File: config.mk
export PLATFORM = sky130hd
export DESIGN_NAME = seq_div_restoring_flat
export DESIGN_NICKNAME = d
export VERILOG_FILES = /design/src/rtl/seq_div_restoring_if.sv /design/src/rtl/seq_div_restoring.sv /design/src/flat_wrapper.sv
export SDC_FILE = /design/constraint.sdc
export NUM_CORES = 1
export LEC_CHECK = 0
export CAP_MARGIN = 20
export CORE_ASPECT_RATIO = 0.75
export CORE_MARGIN = 3
export CORE_UTILIZATION = 50
export CTS_CLUSTER_DIAMETER = 40
export CTS_CLUSTER_SIZE = 20
export DETAILED_ROUTE_END_ITERATION = 10
export HOLD_SLACK_MARGIN = 0.03
export PLACE_DENSITY = 0.78
export REMOVE_ABC_BUFFERS = 1
export SYNTH_ARGS = -nofsm -noshare
export SYNTH_HDL_FRONTEND = slang
export SYNTH_SLANG_ARGS = --single-unit
File: constraint.sdc
create_clock -name clk_in -period 2.3 [get_ports clk_in]
set_input_delay 0.46 -clock clk_in [delete_from_list [all_inputs] [get_ports clk_in]]
set_output_delay 0.46 -clock clk_in [all_outputs]
set_load 0.05 [all_outputs]
File: src/rtl/seq_div_restoring_if.sv
// Start/busy/done handshake and operand/result bus for the restoring divider.
// The requester drives the master side; the divider implements the slave side.
interface seq_div_restoring_if #(
    parameter int DATA_SIZE = 4
);
    logic                 start_in;
    logic [DATA_SIZE-1:0] dividend_in;
    logic [DATA_SIZE-1:0] divisor_in;
    logic [DATA_SIZE-1:0] quotient_out;
    logic [DATA_SIZE-1:0] remainder_out;
    logic                 busy_out;
    logic                 done_out;
    logic                 div_by_zero_out;

    modport master (
        output start_in, dividend_in, divisor_in,
        input  quotient_out, remainder_out, busy_out, done_out, div_by_zero_out
    );

    modport slave (
        input  start_in, dividend_in, divisor_in,
        output quotient_out, remainder_out, busy_out, done_out, div_by_zero_out
    );
endinterface

File: src/rtl/seq_div_restoring.sv
// Iterative unsigned restoring divider: one quotient bit per clock, MSB first,
// trial subtraction done as R + ~D + 1. Results hold until the next accepted start.
module seq_div_restoring #(
    parameter int DATA_SIZE = 4
) (
    input  logic              clk_in,
    input  logic              rst_n_in,
    seq_div_restoring_if.slave bus
);
    localparam int CNT_W = $clog2(DATA_SIZE + 1);

    typedef enum logic [1:0] {IDLE, CALC, DONE} state_t;

    state_t               state, state_nxt;
    logic [DATA_SIZE-1:0] dvd, dvd_nxt;
    logic [DATA_SIZE-1:0] dvs, dvs_nxt;
    logic [DATA_SIZE-1:0] q, q_nxt;
    logic [DATA_SIZE:0]   r, r_nxt;
    logic [CNT_W-1:0]     cnt, cnt_nxt;
    logic [DATA_SIZE-1:0] quo, quo_nxt;
    logic [DATA_SIZE-1:0] rem, rem_nxt;
    logic                 busy, busy_nxt;
    logic                 done, done_nxt;
    logic                 dbz, dbz_nxt;

    logic [DATA_SIZE:0]   r_sh;
    logic [DATA_SIZE:0]   t;
    logic [DATA_SIZE:0]   r_sel;
    logic [DATA_SIZE-1:0] q_sh;

    function automatic logic [DATA_SIZE:0] trial_sub(input logic [DATA_SIZE:0] a,
                                                     input logic [DATA_SIZE-1:0] b);
        return a + ~{1'b0, b} + (DATA_SIZE + 1)'(1);
    endfunction

    // One restoring step: MSB of T set means a borrow, so keep the shifted R.
    always_comb begin
        r_sh  = {r[DATA_SIZE-1:0], dvd[DATA_SIZE-1]};
        t     = trial_sub(r_sh, dvs);
        r_sel = t[DATA_SIZE] ? r_sh : t;
        q_sh  = {q[DATA_SIZE-2:0], ~t[DATA_SIZE]};
    end

    always_comb begin
        state_nxt = state;
        dvd_nxt   = dvd;
        dvs_nxt   = dvs;
        q_nxt     = q;
        r_nxt     = r;
        cnt_nxt   = cnt;
        quo_nxt   = quo;
        rem_nxt   = rem;
        busy_nxt  = busy;
        done_nxt  = 1'b0;
        dbz_nxt   = dbz;

        case (state)
            CALC: begin
                dvd_nxt = {dvd[DATA_SIZE-2:0], 1'b0};
                q_nxt   = q_sh;
                r_nxt   = r_sel;
                if (cnt == CNT_W'(DATA_SIZE - 1)) begin
                    state_nxt = DONE;
                    quo_nxt   = q_sh;
                    rem_nxt   = r_sel[DATA_SIZE-1:0];
                    busy_nxt  = 1'b0;
                    done_nxt  = 1'b1;
                end else begin
                    cnt_nxt = cnt + CNT_W'(1);
                end
            end
            default: begin
                // IDLE and the DONE cycle both accept a new request.
                if (bus.start_in) begin
                    if (bus.divisor_in != '0) begin
                        state_nxt = CALC;
                        dvd_nxt   = bus.dividend_in;
                        dvs_nxt   = bus.divisor_in;
                        q_nxt     = '0;
                        r_nxt     = '0;
                        cnt_nxt   = '0;
                        busy_nxt  = 1'b1;
                        dbz_nxt   = 1'b0;
                    end else begin
                        state_nxt = DONE;
                        quo_nxt   = '1;
                        rem_nxt   = bus.dividend_in;
                        busy_nxt  = 1'b0;
                        done_nxt  = 1'b1;
                        dbz_nxt   = 1'b1;
                    end
                end else begin
                    state_nxt = IDLE;
                end
            end
        endcase
    end

    always_ff @(posedge clk_in or negedge rst_n_in) begin
        if (!rst_n_in) begin
            state <= IDLE;
            dvd   <= '0;
            dvs   <= '0;
            q     <= '0;
            r     <= '0;
            cnt   <= '0;
            quo   <= '0;
            rem   <= '0;
            busy  <= 1'b0;
            done  <= 1'b0;
            dbz   <= 1'b0;
        end else begin
            state <= state_nxt;
            dvd   <= dvd_nxt;
            dvs   <= dvs_nxt;
            q     <= q_nxt;
            r     <= r_nxt;
            cnt   <= cnt_nxt;
            quo   <= quo_nxt;
            rem   <= rem_nxt;
            busy  <= busy_nxt;
            done  <= done_nxt;
            dbz   <= dbz_nxt;
        end
    end

    assign bus.quotient_out    = quo;
    assign bus.remainder_out   = rem;
    assign bus.busy_out        = busy;
    assign bus.done_out        = done;
    assign bus.div_by_zero_out = dbz;
endmodule

File: src/flat_wrapper.sv
// flat-port wrapper written by rule: the top's interface ports become plain ports
module seq_div_restoring_flat 
#(
    parameter int DATA_SIZE = 4
)
  (clk_in, rst_n_in, bus_start_in, bus_dividend_in, bus_divisor_in, bus_quotient_out, bus_remainder_out, bus_busy_out, bus_done_out, bus_div_by_zero_out);
  seq_div_restoring_if #(.DATA_SIZE(DATA_SIZE)) bus_i ();
  input  logic clk_in;
  input  logic rst_n_in;
  input wire logic [$bits(bus_i.start_in)-1:0] bus_start_in;
  input wire logic [$bits(bus_i.dividend_in)-1:0] bus_dividend_in;
  input wire logic [$bits(bus_i.divisor_in)-1:0] bus_divisor_in;
  output wire logic [$bits(bus_i.quotient_out)-1:0] bus_quotient_out;
  output wire logic [$bits(bus_i.remainder_out)-1:0] bus_remainder_out;
  output wire logic [$bits(bus_i.busy_out)-1:0] bus_busy_out;
  output wire logic [$bits(bus_i.done_out)-1:0] bus_done_out;
  output wire logic [$bits(bus_i.div_by_zero_out)-1:0] bus_div_by_zero_out;
  assign bus_i.start_in = bus_start_in;
  assign bus_i.dividend_in = bus_dividend_in;
  assign bus_i.divisor_in = bus_divisor_in;
  assign bus_quotient_out = bus_i.quotient_out;
  assign bus_remainder_out = bus_i.remainder_out;
  assign bus_busy_out = bus_i.busy_out;
  assign bus_done_out = bus_i.done_out;
  assign bus_div_by_zero_out = bus_i.div_by_zero_out;
  seq_div_restoring #(.DATA_SIZE(DATA_SIZE)) u_core (.clk_in(clk_in), .rst_n_in(rst_n_in), .bus(bus_i));
endmodule
==> flow_summary.json, run 1 <==
{
  "status": "complete, no violations",
  "postRouteAntennaNets": 0,
  "drt_first_pass_iters": 4,
  "path_buffers": 2,
  "worstHoldStart": "u_core.dvd[1]",
  "numSynthFlops": 31,
  "cp-start-kind": "flop",
  "top_usage_layer": "met2",
  "route.detailed.drc": 0,
  "wirelength_um": 3130,
  "groute.layer.met2.usage_pct": 32.4,
  "grt_pass1_wl_um": 5400,
  "cts_root_buffer": "clkbuf_8",
  "ys_sh_mux_pct": 2.75,
  "n_all_inverters": 9,
  "fp_util_pct": 54.8,
  "nonClkBufAreaFrac_pct": 13.4,
  "cts_made_buffers": 5,
  "ir_drop_v": 0.000838,
  "wl_met2_um": 1440,
  "buffers": 27,
  "final_nets": 199,
  "tap_cells": 36,
  "grtUsageMet3_pct": 7.59,
  "drtIter0Drc": 38,
  "critPathMaxFanout": 3,
  "power_uw": 3250,
  "clkLatencyLatePin_ns": 0.28,
  "slowest_delay_ns": 0.41,
  "synth_seq_share_pct": 51.6,
  "seq_share_pct": 40.6,
  "fp-row-count": 16,
  "yosys.area_share.adder_pct": 6.32,
  "cts_tree": "done",
  "globalplace.congestion": 0.807,
  "die_w_um": 69.3,
  "cts_buffer_depth": 2,
  "finalSetupTns_ns": 0,
  "vias_per_cell": 5.44,
  "synth_dominant_cell_count": "dfrtp_1",
  "nClkBuffers": 6,
  "hpwlAfterDp_um": 2330,
  "aoi_share_pct": 16.2,
  "comb_cells": 107,
  "finalCriticalPeriod_ns": 2.15,
  "lay_top_count": "dfrtp_1",
  "crit_family": "AND-OR/OR-AND gates",
  "ys_sh_simple_pct": 18.1,
  "slew_headroom_pct": 66.7,
  "top_area_cell": "dfrtp_1",
  "grt_setup_unrepaired": "no",
  "numSequentialCells": 31,
  "top_layer": "met4",
  "ys_chip_area_mm2": 0.00150,
  "syn_area_per_cell_um2": 9.89,
  "combGateArea_um2": 684,
  "ys_top_cells_by_count": "31 x dfrtp_1, 27 x nand2_1, 13 x nor2_1",
  "io_pins": 22,
  "wl_per_cell_um": 14.3,
  "clk_share_pct": 6.15,
  "slew_viol_final": 0,
  "cts-htree-levels": 2,
  "first_global_vias": 1167,
  "timing.fmax_mhz": 464,
  "grt_antenna_before_repair": 0,
  "fin_skew_ns": 0.00294,
  "crit_required_ns": 2.47,
  "overflow": 0,
  "yosys_warnings": 0,
  "ff_latch_area_um2": 776,
  "yosysUniqueCellTypes": 38,
  "warnings": 25,
  "ff_type": "dfrtp_1",
  "grt_max_degree": 32,
  "p_leak_uw": 0.000886,
  "synth_area_mm2": 0.00150,
  "edf_count": 0,
  "arrival_ns": 2.32,
  "critPathKind": "reg2reg",
  "wl_met1_um": 1420,
  "layout-drive-gt1-share_pct": 13.7,
  "core-area_mm2": 0.00274,
  "synthCells": 152,
  "crit_chain": "inv_1 -> ha_1 -> inv_1 -> fa_1 -> and3_2 -> o21ai_1 -> a21boi_0 -> a211oi_2 -> o21ai_1",
  "finalHoldViolCount": 0,
  "ys_cells": 152,
  "synth_top_area_share_pct": 51.6,
  "synthToLayoutAreaGrowth_pct": 27.1,
  "wl_met3_um": 239,
  "top_logic_kind": "simple AND/OR/NAND/NOR gates",
  "synth-xor-area-share_pct": 1.16,
  "largest_cell_class": "flip-flops and latches",
  "die_h_um": 53.5,
  "clkSinkCount": 31,
  "fin_ws_ns": 0.146,
  "diodes": 0,
  "n_fill_cell": 194,
  "cts_setup_buffers": 0,
  "tightestPinTransition_ns": 0.498,
  "dp_worst_setup_slack_ns": 0.0706,
  "end_kind": "flop",
  "port_buffers": 21,
  "cp_slowest_cell": "fa_1",
  "topCellsByArea": "dfrtp_1 52%, nand2_1 6.7%, ha_1 5.0%",
  "fin_crit_sh_pct": 93.7,
  "path_clk_slew_ns": 0.06,
  "r2r_start": "u_core.dvd[3]",
  "comb_share_pct": 35.8,
  "async_flop_share_pct": 100,
  "lay_top_cells": "31 x dfrtp_1, 27 x nand2_1, 21 x clkdlybuf4s50_1",
  "ctsHoldBuffers": 0,
  "setup_viol": 0,
  "maxCapViolations": 0,
  "min_path_type": "reg2reg",
  "use_met1_pct": 24.2,
  "final_util_pct": 69.7,
  "critPathLaunch": "u_core.dvd[3]",
  "power.density_mw_per_mm2": 1700,
  "chipArea_mm2": 0.00371
}
-- run 1: sequential cells by signal, indices dropped and copies added (netlist names) --
register	count
u_core.bus.done_out	1
u_core.dvs	4
u_core.state	2
u_core.q	3
u_core.dvd	4
u_core.bus.quotient_out	4
u_core.bus.busy_out	1
u_core.bus.remainder_out	4
u_core.bus.div_by_zero_out	1
u_core.r	4
u_core.cnt	3
-- run 1: worst paths after layout --
kind / depth (start not counted) / slack [ns] / to
max reg2reg: 9 / 0.15 / u_core.bus.remainder_out[3]
min reg2reg: 2 / 0.49 / u_core.dvd[2]
min in group asynchronous: 2 / 0.57 / u_core.r[2]
min: 2 / 0.49 / u_core.dvd[2]
max: 9 / 0.15 / u_core.bus.remainder_out[3]
max in group asynchronous: 2 / 1.44 / u_core.cnt[2]
-- run 1: metrics by stage --
stage	area [um2]	instances	hold slack (ns)
after floorplan	1480	147	0.164
after global placement	1780	210	0.465
final	1910	218	0.487
after global routing	1910	218	0.506
after detailed placement	1780	210	0.460
after CTS	1900	218	0.487
-- run 1: timing repair --
item	4_1_cts	5_1_grt
setup endpoints to repair	0	3
gates resized	0	3
hold endpoints to repair	0	0
-- run 1: report_power, final --
part	internal [uW]	switching (uW)	leakage (uW)	total, uW
logic	693	1050	0.000446	1740
registers	795	163	0.000379	957
clock network	350	202	0.0000612	552
total	1840	1420	0.000886	3250
-- run 1: worst reg2reg max path, delay by kind of cell, from the launching register on --
kind | cells | cell delay, ns
adder cells (fa/ha/maj) | 2 | 0.55
AND-OR/OR-AND | 4 | 0.73
flip-flops | 1 | 0.40
buffers and inverters | 2 | 0.13
AND/OR/NAND/NOR | 1 | 0.23
### Floorplan with the power grid, run 1

(6 px per um) Pins as bars on the die edge.
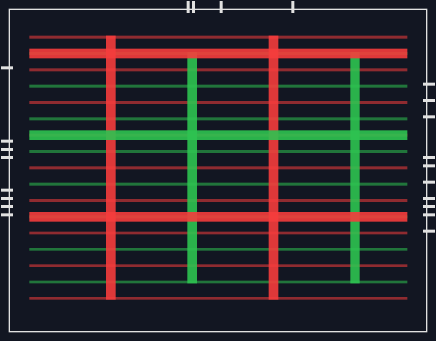
[VSS] red
[VDD] green
met4 straps: 4
met1 rails: 17
signal pins: 22

### Clock wires, drivers and flops, run 1

(8 px per um)
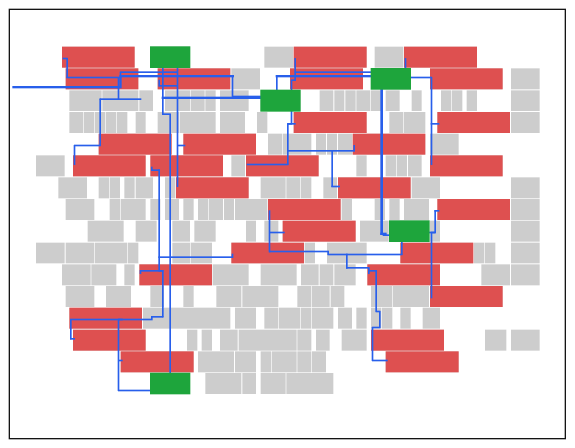
[clock wires] blue | length: 387 um
[cells driving clock nets] green | count: 5
[flip-flops] red | count: 31
routed clock nets: 6
flops lie: widely spread

### Placement density heat map, run 1

(4 px per um) 7 x 5 tiles, from white (low) to dark blue (high), 0 to 100% covered.
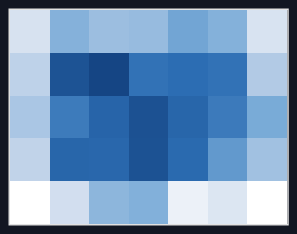
emptiest ninth of the die: bottom right
tiles over 75% full: 29%
densest ninth of the die: middle
mean over tiles: 50%
nearly empty tiles: 5.7%
fullest tile: 91%

### Wiring by layer, run 1

(8 px per um) Only two layers are drawn.
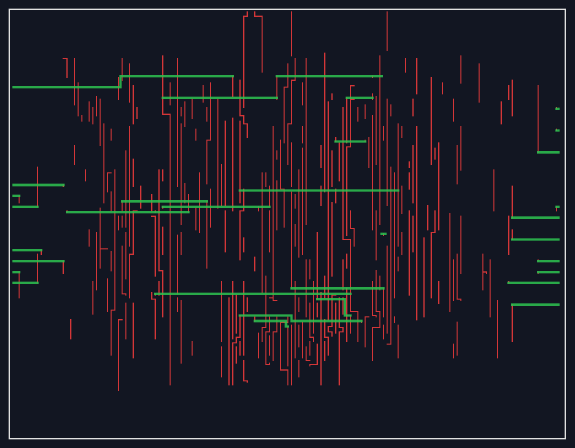
[met2] red | wire length: 1440 um
[met3] green | wire length: 240 um
GRT Util Overall: 19.7%
vias post-DR: 1186

==> run 1 -> run 2 <==
--- a/config.mk
+++ b/config.mk
@@ -7,7 +7,6 @@
 export LEC_CHECK = 0
 export CAP_MARGIN = 20
 export CORE_ASPECT_RATIO = 0.75
-export CORE_MARGIN = 3
 export CORE_UTILIZATION = 50
 export CTS_CLUSTER_DIAMETER = 40
 export CTS_CLUSTER_SIZE = 20
@@ -15,6 +14,7 @@
 export HOLD_SLACK_MARGIN = 0.03
 export PLACE_DENSITY = 0.78
 export REMOVE_ABC_BUFFERS = 1
+export SKIP_LAST_GASP = 1
 export SYNTH_ARGS = -nofsm -noshare
 export SYNTH_HDL_FRONTEND = slang
 export SYNTH_SLANG_ARGS = --single-unit
### Placement density heat map, run 2

(4 px per um) 7 x 5 tiles, from white (low) to dark blue (high), 0 to 100% covered.
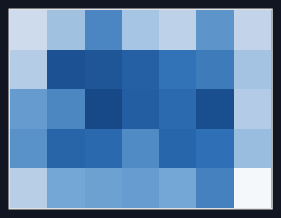
mean over tiles: 57%
densest ninth of the die: middle
tiles over 75% full: 29%
fullest tile: 90%

==> run 2 against run 1 <==
Design area down 0.52%. Register-to-register slack about the same. Flip-flop count unchanged. Worst setup slack worse by 0.011 ns. Hold slack better by 0.011 ns. Global-route usage up 5.5 points. Clock skew up 0.0012 ns. Sequential share of layout area up 0.21 points. Synthesized cell count unchanged. Largest cell class unchanged.
==> flow_summary.json, run 2 <==
{
  "r2r_cells": 9,
  "path_clk_slew_ns": 0.07,
  "synth_seq_share_pct": 51.6,
  "dpl_cell_area_mm2": 0.00177,
  "crit_required_ns": 2.43,
  "cp-start-kind": "flop",
  "die_h_um": 49.5,
  "postRouteAntennaNets": 0,
  "fp_util_pct": 55.2,
  "lay_top_cells": "31 x dfrtp_1, 27 x nand2_1, 21 x clkdlybuf4s50_1",
  "maxCapViolations": 0,
  "synth_top_area_share_pct": 51.6,
  "yosys_warnings": 0,
  "lay_top_count": "dfrtp_1",
  "grtUsageMet3_pct": 6.48,
  "finalCriticalPeriod_ns": 2.17,
  "io_pins": 22,
  "p_clk_share_pct": 17.0,
  "ys_cells": 152,
  "tightestPinTransition_ns": 0.527,
  "ff_type": "dfrtp_1",
  "hpwlAfterDp_um": 2510,
  "edf_count": 0,
  "min_path_type": "reg2reg",
  "crit_family": "adder cells",
  "ys_chip_area_mm2": 0.00150,
  "layout-drive-gt1-share_pct": 13.3,
  "grt_usage_pct": 25.2,
  "overflow": 0,
  "cts-htree-levels": 2,
  "drt_first_pass_iters": 4,
  "globalplace.congestion": 0.843,
  "ys_top_cells_by_count": "31 x dfrtp_1, 27 x nand2_1, 13 x nor2_1",
  "syn_area_per_cell_um2": 9.89,
  "cts_made_buffers": 5,
  "clkLatencyLatePin_ns": 0.29,
  "status": "complete, no violations",
  "finalHoldViolCount": 0,
  "dp_worst_setup_slack_ns": 0.00861,
  "fin_skew_ns": 0.00409,
  "cellInternalPower_uw": 1830,
  "slew_headroom_pct": 64.7,
  "grt_setup_unrepaired": "no",
  "top_usage_layer": "met2",
  "grt_max_degree": 32,
  "r2r_start": "u_core.dvd[3]",
  "fp-row-count": 16,
  "cts_buffer_depth": 2,
  "end_kind": "flop",
  "ir_drop_v": 0.000876,
  "setup_viol": 0,
  "synthCells": 152,
  "slew_viol_final": 0,
  "topCellsByArea": "dfrtp_1 52%, nand2_1 6.7%, ha_1 5.0%",
  "top_area_cell": "dfrtp_1",
  "core-area_mm2": 0.00272,
  "seq_power_share_pct": 29.1,
  "finalSetupTns_ns": 0,
  "synth_dominant_cell_count": "dfrtp_1",
  "power_uw": 3290,
  "warnings": 25,
  "regToRegSetupSlack_ns": 0.13,
  "fin_crit_sh_pct": 94.1,
  "vias_per_cell": 5.59,
  "synthToLayoutAreaGrowth_pct": 26.5,
  "design_area_mm2": 0.00190,
  "fin_ws_ns": 0.135,
  "vias": 1214,
  "synth_area_mm2": 0.00150,
  "power.density_mw_per_mm2": 1730,
  "port_buffers": 21,
  "async_flop_share_pct": 100,
  "holdPathStages": 2,
  "route.detailed.drc": 0,
  "reg2reg_to": "u_core.bus.remainder_out[2]",
  "use_met1_pct": 33.7,
  "grt_pass1_wl_um": 5750,
  "slowest_delay_ns": 0.42,
  "wl_per_cell_um": 15.7,
  "cts_setup_buffers": 0,
  "pwr-share-comb_pct": 53.9,
  "drtIter0Drc": 70,
  "first_global_vias": 1133,
  "critPathMaxFanout": 4,
  "numSynthFlops": 31,
  "min_to": "u_core.bus.div_by_zero_out",
  "critPathKind": "reg2reg",
  "timing.fmax_mhz": 462,
  "p_leak_uw": 0.000879,
  "cts_tree": "done",
  "ctsHoldBuffers": 0,
  "worstHoldStart": "u_core.bus.div_by_zero_out",
  "diodes": 0,
  "yosysUniqueCellTypes": 38,
  "crit_cells": 9,
  "crit_chain": "inv_1 -> ha_1 -> inv_1 -> fa_2 -> and3_2 -> nor3_4 -> nor2_2 -> o211ai_1 -> a31oi_1",
  "wirelength_um": 3420,
  "cts_root_buffer": "clkbuf_8",
  "grt_antenna_before_repair": 0,
  "path_buffers": 2,
  "die_w_um": 65.3,
  "clkSinkCount": 31,
  "arrival_ns": 2.30,
  "ctsResizeCount": 2
}
### Wiring by layer, run 2

(8 px per um) Only two layers are drawn.
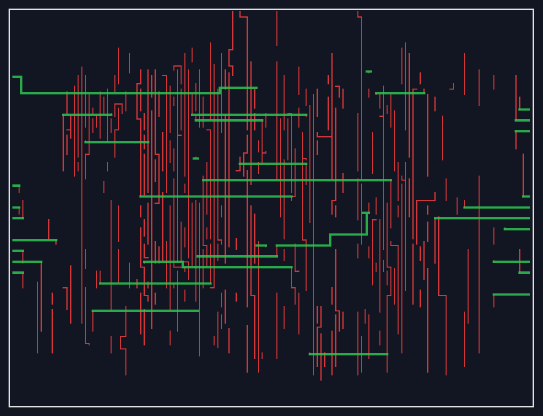
[met2] red | wire length: 1600 um
[met3] green | wire length: 260 um

run 2: routing by layer:
metal  part of all wire (%)  vias up  wire length (um)
met3                    7.6        7               260
met1                     44      578              1500
met5                      0        -                 0
met2                     47       49              1600
met4                    1.6        0                56
li1                       -      580                 -
run 2: metrics by stage:
step,hold WS (ns),instances,utilization (%)
final,0.498,217,69.9
after global routing,0.529,217,69.9
after CTS,0.502,217,69.8
after detailed placement,0.474,209,65.1
after global placement,0.472,209,65.1
after floorplan,0.164,147,-
run 2: cell type report:
cell class / count / area, um2
inverter: 9 / 33.8
sequential: 31 / 776
tap: 36 / 45.0
clock buffer: 6 / 82.6
multi-input combinational: 107 / 682
timing repair buffer: 26 / 248
fill: 224 / 821
clock inverter: 2 / 35.0
run 2: logic make-up after synthesis:
logic type,after synthesis,synth area share [%]
compound gates,36,16.2
xor+xnor,2,1.16
fa+ha+maj,7,6.32
buf+inv,14,3.83
flops,31,51.6
mux,4,2.75
simple gates,58,18.1
run 2: power by group through the flow:
stage,sequential [uW],clock [uW],combinational [uW]
2_1_floorplan,1210,0,936
5_1_grt,985,584,1940
4_1_cts,956,559,1760
3_5_place_dp,959,0,1720
6_report,957,557,1770
3_3_place_gp,945,0,1650
run 2: worst max path at each step:
stage             startpoint                          end  slack [ns]
2_1_floorplan  u_core.dvd[3]  u_core.bus.remainder_out[3]        0.35
3_3_place_gp   u_core.dvd[3]  u_core.bus.remainder_out[3]        0.14
3_5_place_dp   u_core.dvd[3]  u_core.bus.remainder_out[2]       0.009
4_1_cts        u_core.dvd[3]  u_core.bus.remainder_out[2]        0.06
5_1_grt        u_core.dvd[3]  u_core.bus.remainder_out[3]        0.01
6_report       u_core.dvd[3]  u_core.bus.remainder_out[2]        0.13
No activity file was given, so power comes from the tool's default toggle rates.
